<file path="config.mk">
export PLATFORM = sky130hd
export DESIGN_NAME = branch_resolve_unit
export DESIGN_NICKNAME = d
export VERILOG_FILES = /design/src/rtl/bru_pkg.sv /design/src/rtl/bru_pred_fifo.sv /design/src/rtl/branch_resolve_unit.sv
export SDC_FILE = /design/constraint.sdc
export NUM_CORES = 1
export LEC_CHECK = 0
export CAP_MARGIN = 20
export CORE_ASPECT_RATIO = 0.8
export CORE_MARGIN = 10
export CORE_UTILIZATION = 40
export CTS_BUF_LIST = sky130_fd_sc_hd__clkbuf_8 sky130_fd_sc_hd__clkbuf_16
export DETAILED_ROUTE_END_ITERATION = 8
export GPL_ROUTABILITY_DRIVEN = 0
export PLACE_DENSITY = 0.71
export SYNTH_ARGS = -nofsm -noshare
export SYNTH_HDL_FRONTEND = slang
export SYNTH_SLANG_ARGS = --single-unit
</file>
<file path="constraint.sdc">
create_clock -name clk -period 9.2 [get_ports clk]
set_input_delay 0.92 -clock clk [delete_from_list [all_inputs] [get_ports clk]]
set_output_delay 0.92 -clock clk [all_outputs]
set_load 0.1 [all_outputs]
</file>
<file path="src/rtl/bru_pkg.sv">
// Shared types and defaults for the branch resolve unit.
// The prediction queue holds one pred_entry_t per in-flight branch/jump.
package bru_pkg;
    localparam int XLEN  = 32;
    localparam int DEPTH = 4;

    typedef enum logic [1:0] {
        IDLE  = 2'd0,
        FLUSH = 2'd1,
        DRAIN = 2'd2
    } bru_state_t;

    typedef struct packed {
        logic [XLEN-1:0] pc;
        logic            taken;
        logic [XLEN-1:0] target;
    } pred_entry_t;
endpackage

</file>
<file path="src/rtl/bru_pred_fifo.sv">
// In-flight prediction queue: FIFO of pred_entry_t with synchronous clear.
// Clear wins over a same-cycle push and pop.
module bru_pred_fifo
    import bru_pkg::*;
#(
    parameter int DEPTH = bru_pkg::DEPTH
) (
    input  logic                     clk,
    input  logic                     reset,
    input  logic                     push,
    input  pred_entry_t              push_data,
    input  logic                     pop,
    input  logic                     clear,
    output logic                     full,
    output logic                     empty,
    output logic [$clog2(DEPTH):0]   count,
    output pred_entry_t              head
);
    localparam int PW = $clog2(DEPTH);
    localparam int CW = PW + 1;

    pred_entry_t   mem [DEPTH];
    logic [PW-1:0] wr_ptr;
    logic [PW-1:0] rd_ptr;
    logic          push_ok;
    logic          pop_ok;

    assign full    = (count == CW'(DEPTH));
    assign empty   = (count == '0);
    assign push_ok = push && !full;
    assign pop_ok  = pop && !empty;
    assign head    = mem[rd_ptr];

    always_ff @(posedge clk or negedge reset) begin
        if (!reset) begin
            wr_ptr <= '0;
            rd_ptr <= '0;
            count  <= '0;
        end else if (clear) begin
            wr_ptr <= '0;
            rd_ptr <= '0;
            count  <= '0;
        end else begin
            if (push_ok) wr_ptr <= wr_ptr + PW'(1);
            if (pop_ok)  rd_ptr <= rd_ptr + PW'(1);
            count <= count + CW'(push_ok) - CW'(pop_ok);
        end
    end

    // Storage needs no reset; occupancy is tracked by count.
    always_ff @(posedge clk) begin
        if (push_ok && !clear) mem[wr_ptr] <= push_data;
    end
endmodule

</file>
<file path="src/rtl/branch_resolve_unit.sv">
// Compares EX-stage branch resolutions against queued fetch predictions,
// trains the predictor, and sequences redirect/flush on a mispredict.
//   state | meaning
//   IDLE  | accepting predictions and resolutions
//   FLUSH | redirect+flush asserted for one cycle, queue emptied
//   DRAIN | two quiet cycles while the pipeline refills
module branch_resolve_unit #(
    parameter int XLEN  = bru_pkg::XLEN,
    parameter int DEPTH = bru_pkg::DEPTH
) (
    input  logic            clk,
    input  logic            reset,
    input  logic            pred_valid,
    input  logic [XLEN-1:0] pred_pc,
    input  logic            pred_taken,
    input  logic [XLEN-1:0] pred_target,
    output logic            pred_ready,
    input  logic            res_valid,
    input  logic [XLEN-1:0] res_pc,
    input  logic            res_is_jump,
    input  logic            res_taken,
    input  logic [XLEN-1:0] res_target,
    output logic            upd_valid,
    output logic            upd_taken,
    output logic [XLEN-1:0] upd_pc,
    output logic [XLEN-1:0] upd_target,
    output logic            redirect,
    output logic [XLEN-1:0] redirect_pc,
    output logic            flush,
    output logic [15:0]     branch_cnt,
    output logic [15:0]     mispredict_cnt
);
    import bru_pkg::*;

    localparam int CW = $clog2(DEPTH) + 1;

    bru_state_t        state, state_next;
    logic              drain_cnt, drain_cnt_next;
    pred_entry_t       head;
    logic              full, empty;
    logic [CW-1:0]     count, count_next;
    logic              push, pop_ok, clear;
    logic              accept_res, act_taken, mispredict, miss;
    logic              ready_next;
    logic [15:0]       branch_cnt_q, mispredict_cnt_q;

    assign act_taken  = res_taken | res_is_jump;
    assign accept_res = res_valid && (state == IDLE);
    assign push       = pred_valid && pred_ready && !full;
    assign pop_ok     = accept_res && !empty;
    assign miss       = accept_res && mispredict;
    assign clear      = miss || (state == FLUSH);

    // An empty queue behaves as an implicit not-taken prediction at res_pc.
    always_comb begin
        mispredict = act_taken;
        if (!empty) begin
            mispredict = (head.pc != res_pc) || (head.taken != act_taken) ||
                         (head.taken && act_taken && (head.target != res_target));
        end
    end

    bru_pred_fifo #(.DEPTH(DEPTH)) u_fifo (
        .clk       (clk),
        .reset     (reset),
        .push      (push),
        .push_data ('{pc: pred_pc, taken: pred_taken, target: pred_target}),
        .pop       (accept_res),
        .clear     (clear),
        .full      (full),
        .empty     (empty),
        .count     (count),
        .head      (head)
    );

    always_comb begin
        state_next     = state;
        drain_cnt_next = drain_cnt;
        case (state)
            IDLE:  if (miss) state_next = FLUSH;
            FLUSH: begin
                state_next     = DRAIN;
                drain_cnt_next = 1'b1;
            end
            DRAIN: begin
                if (drain_cnt == 1'b0) state_next = IDLE;
                else                   drain_cnt_next = drain_cnt - 1'b1;
            end
            default: state_next = IDLE;
        endcase
        count_next = clear ? '0 : count + CW'(push) - CW'(pop_ok);
        ready_next = (state_next == IDLE) && (count_next < CW'(DEPTH));
    end

    always_ff @(posedge clk or negedge reset) begin
        if (!reset) begin
            state            <= IDLE;
            drain_cnt        <= 1'b0;
            pred_ready       <= 1'b0;
            upd_valid        <= 1'b0;
            upd_taken        <= 1'b0;
            upd_pc           <= '0;
            upd_target       <= '0;
            redirect         <= 1'b0;
            flush            <= 1'b0;
            redirect_pc      <= '0;
            branch_cnt_q     <= '0;
            mispredict_cnt_q <= '0;
        end else begin
            state      <= state_next;
            drain_cnt  <= drain_cnt_next;
            pred_ready <= ready_next;
            upd_valid  <= accept_res;
            upd_taken  <= accept_res && act_taken;
            redirect   <= (state_next == FLUSH);
            flush      <= (state_next == FLUSH);
            if (accept_res) begin
                upd_pc     <= res_pc;
                upd_target <= res_target;
                if (branch_cnt_q != 16'hFFFF) branch_cnt_q <= branch_cnt_q + 16'd1;
            end
            if (miss) begin
                redirect_pc <= act_taken ? res_target : res_pc + XLEN'(4);
                if (mispredict_cnt_q != 16'hFFFF) mispredict_cnt_q <= mispredict_cnt_q + 16'd1;
            end
        end
    end

    assign branch_cnt     = branch_cnt_q;
    assign mispredict_cnt = mispredict_cnt_q;
endmodule

</file>
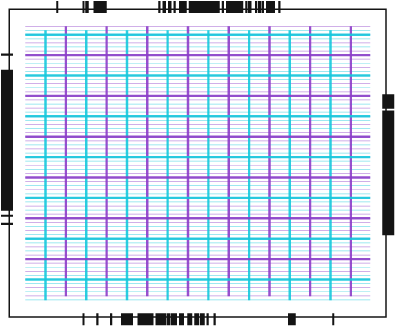
Fig. 1. Supply network.
Scale: 1.5 px per um. Pins as bars on the die edge.
[purple] VDD
[cyan] VSS
met4 straps: 16
met5 straps: 13
signal pins: 268
rows: 67
met1 rails: 68
Die Y: 204 um
width of the die: 250 um

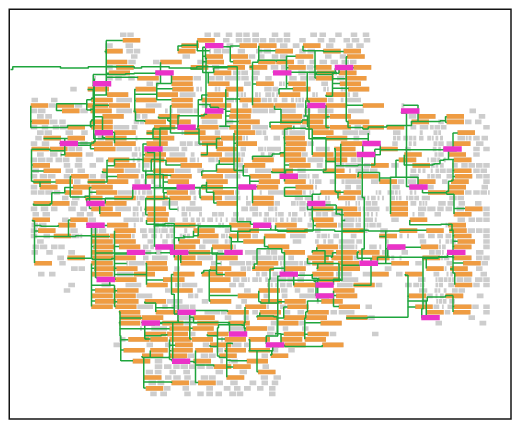
Fig. 2. Clock wires, drivers and flops.
Scale: 2 px per um.
[orange] flip-flops | count: 402
[magenta] cells driving clock nets | count: 41
[green] clock wires | length: 4740 um
routed clock nets: 42
clock-net power: 1.60 mW
clock share of power: 20.9%

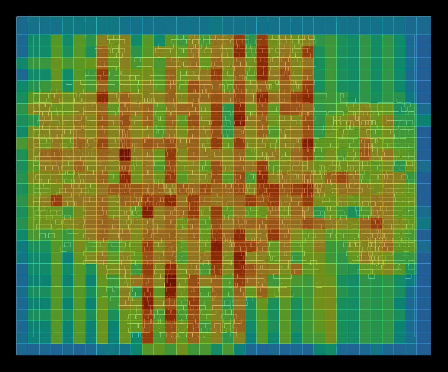
Fig. 3. Routing congestion.
GRT Overall Usage: 17.5%
met1 global-route usage: 23.3%
met2 global-route usage: 26.9%
grt met3 use: 6.17%

==> ci_impl_report.md <==
### Yosys + OpenROAD results

| Metric | Value |
|---|---|
| Final setup fails | 0 |
| Yosys chip area | between 0.015 and 0.02 mm^2 |
| R2r worst-path depth | 12 |
| Ys async rst share | 35.3% |
| Wire length on met1 | 19.3 mm |
| Tcrit/Tclk final | about two thirds |
| Setup TNS Final | 0 ns |
| OpenROAD warning count | 32 |
| Post-CTS sizing | 0 |
| Status | finished clean |
| Net Sw Frac | around 45% |
| Worst-path maximum fanout | 55 |
| Layout cells sized above 1 | approximately 18% |
| Detail Route Antenna Nets | 0 |
| Yosys top cell by area | edfxtp_1 |
| FF-to-FF setup slack | roughly 3.2 ns |
| CTS Buf Count | about 40 |
| Vias in the first global route | 10300 |
| Number of core rows | between 60 and 70 |
| Static leakage | 7.69 nW |
| Core footprint | between 0.04 and 0.05 mm^2 |
| Initial antenna violation count | 10 |
| H-Tree Depth | 2 |
| Hpwl dp | ~33 mm |
| # clock sinks | 402 |
| R2R Path End | u_fifo.mem[2][33]$_DFFE_PP_ |
| Root Buffer | clkbuf_16 |
| Slew at the pin closest to its max-slew limit | about 1.1 ns |
| Slew Limit Headroom | between 20 and 30% |
| Iteration tally of the first detailed-router pass | 6 |
| Startpoint types | register |
| Ys cells | around 1100 |
| Ports | 268 |
| PD cells | 356 mW/mm^2 |
| Met2 wire length | ~21 mm |
| Top area contributor share | a little under half |
| CP Capture Type | register |
| Largest net degree at the start of global routing | around 80 |
| Comb power frac | between 40% and 50% |
| Final WS setup | between 3 and 4 ns |
| Hold Buf Count CTS | 0 |
| Top cell excl fill/tap | clkdlybuf4s50_1 |
| Vias per std cell | around 5.3 |
| Chip area | 0.0511 mm^2 |
| Post-CTS Repair Setup Buffers | 0 |
| Iteration-0 DRC Markers | roughly 750 |
| Synth flops | 402 |
| RSZ-0062 raised after global routing | false |
| Hold Crit Class | primary input to async pin |
| Skew final | roughly 0.025 ns |
| Power Internal | approximately 4.2 mW |
| P_seq | 2.51 mW |
| Dominant flop cell | edfxtp_1 |
| Placed Cells incl. Taps | 1830 |
| Late-Pin Clk Latency | between 0.5 and 0.6 ns |
| Synth Cell Area | 0.0170 mm^2 |
| TritonCTS clock tree | built |
| CP Class | register to register |
| Yosys warns | 0 |
| VDD IR max | roughly 350 uV |
| Minimum clock period | roughly 6 ns |
| Fin cells | 1911 |
| Layout area overhead | 27.1% |
## sequential cells by signal, summed over array words and instances (netlist names), 3 cells and up
signal	count
u_fifo.count	3
mispredict_cnt	16
upd_target	32
branch_cnt	16
redirect_pc	32
upd_pc	32
u_fifo.mem	260
## cells in the mapped netlist (2+ instances only)
master,count
a2111oi_0,2
a21o_1,2
a21oi_1,2
a2bb2oi_1,2
and3_1,7
and4_1,5
buf_1,10
buf_2,7
buf_4,8
buf_6,4
clkbuf_1,21
dfrtp_1,142
edfxtp_1,260
ha_1,14
inv_1,25
mux2_2,97
mux2i_1,18
mux4_2,59
nand2_1,65
nand2b_1,4
nand3_1,28
nand4_1,28
nor2_1,31
nor3_1,19
nor3b_1,2
nor4_1,8
nor4b_1,2
o2111ai_1,2
o21ai_0,38
o221ai_1,2
xnor2_1,67
xor2_1,55
## metal layers
layer  up-vias  global-route usage [%]
met5         -                       0
met4        10                    4.36
met3        65                    6.17
met2       429                    26.9
met1      5095                    23.3
li1       4505                       -
## worst max-delay path by stage
| stage | startpoint | to | slack (ns) | cells past startpoint |
|---|---|---|---|---|
| after floorplan | u_fifo.rd_ptr[0]$_DFFE_PN0P_ | u_fifo.mem[0][0]$_DFFE_PP_ | 0.63 | 15 |
| after CTS | u_fifo.rd_ptr[0]$_DFFE_PN0P_ | u_fifo.mem[2][46]$_DFFE_PP_ | 3.14 | 12 |
| after global placement | res_is_jump | u_fifo.mem[2][61]$_DFFE_PP_ | 3.04 | 13 |
| after detailed placement | res_is_jump | u_fifo.mem[2][35]$_DFFE_PP_ | 2.82 | 13 |
| final | u_fifo.rd_ptr[0]$_DFFE_PN0P_ | u_fifo.mem[2][33]$_DFFE_PP_ | 3.20 | 12 |
| after global routing | u_fifo.rd_ptr[0]$_DFFE_PN0P_ | u_fifo.mem[2][55]$_DFFE_PP_ | 2.74 | 12 |
## stage by stage
| step | hold slack [ns] | util, % | total power, mW |
|---|---|---|---|
| floorplan | 0.527 | - | 5.22 |
| global route | 0.474 | 51.4 | 7.96 |
| detailed placement | 0.469 | 48.2 | 6.12 |
| global placement | 0.464 | 48.2 | 6.07 |
| CTS | 0.435 | 51.4 | 7.74 |
| finish | 0.419 | 51.4 | 7.67 |
## layout make-up
class / instances / area [um^2]
Timing Repair Buffer: 279 / 2790
Antenna cell: 5 / 12.5
Inverter: 26 / 97.6
Clock inverter: 26 / 139
Clock buffer: 50 / 1180
Fill cell: 3476 / 20400
Sequential cell: 402 / 11400
Multi-Input combinational cell: 571 / 5270
Tap cell: 552 / 691
## cells by family (layout without fill, tap and decap cells)
family	Yosys count	in the layout	synth area share, %
adder cells (fa/ha/maj)	15	15	1.15
AND-OR/OR-AND	57	57	2.20
other	0	5	0
XOR/XNOR	122	122	6.30
AND/OR/NAND/NOR	203	203	5.88
multiplexers	174	174	15.3
flip-flops	402	402	67.0
buffers and inverters	77	381	2.12
## worst max-delay path, cell delays in order, from the launching register on
cell       delay, ns
dfrtp_4         0.87
buf_4           0.65
mux4_2          0.59
ha_1            0.28
a311oi_1        0.25
o2111ai_1       0.20
a2111oi_0       0.45
nand3_1         0.18
a2111oi_4       0.31
buf_4           0.34
o21ai_4         0.15
nor3_2          0.86
buf_12          0.40
Power and IR drop assume default switching activity.
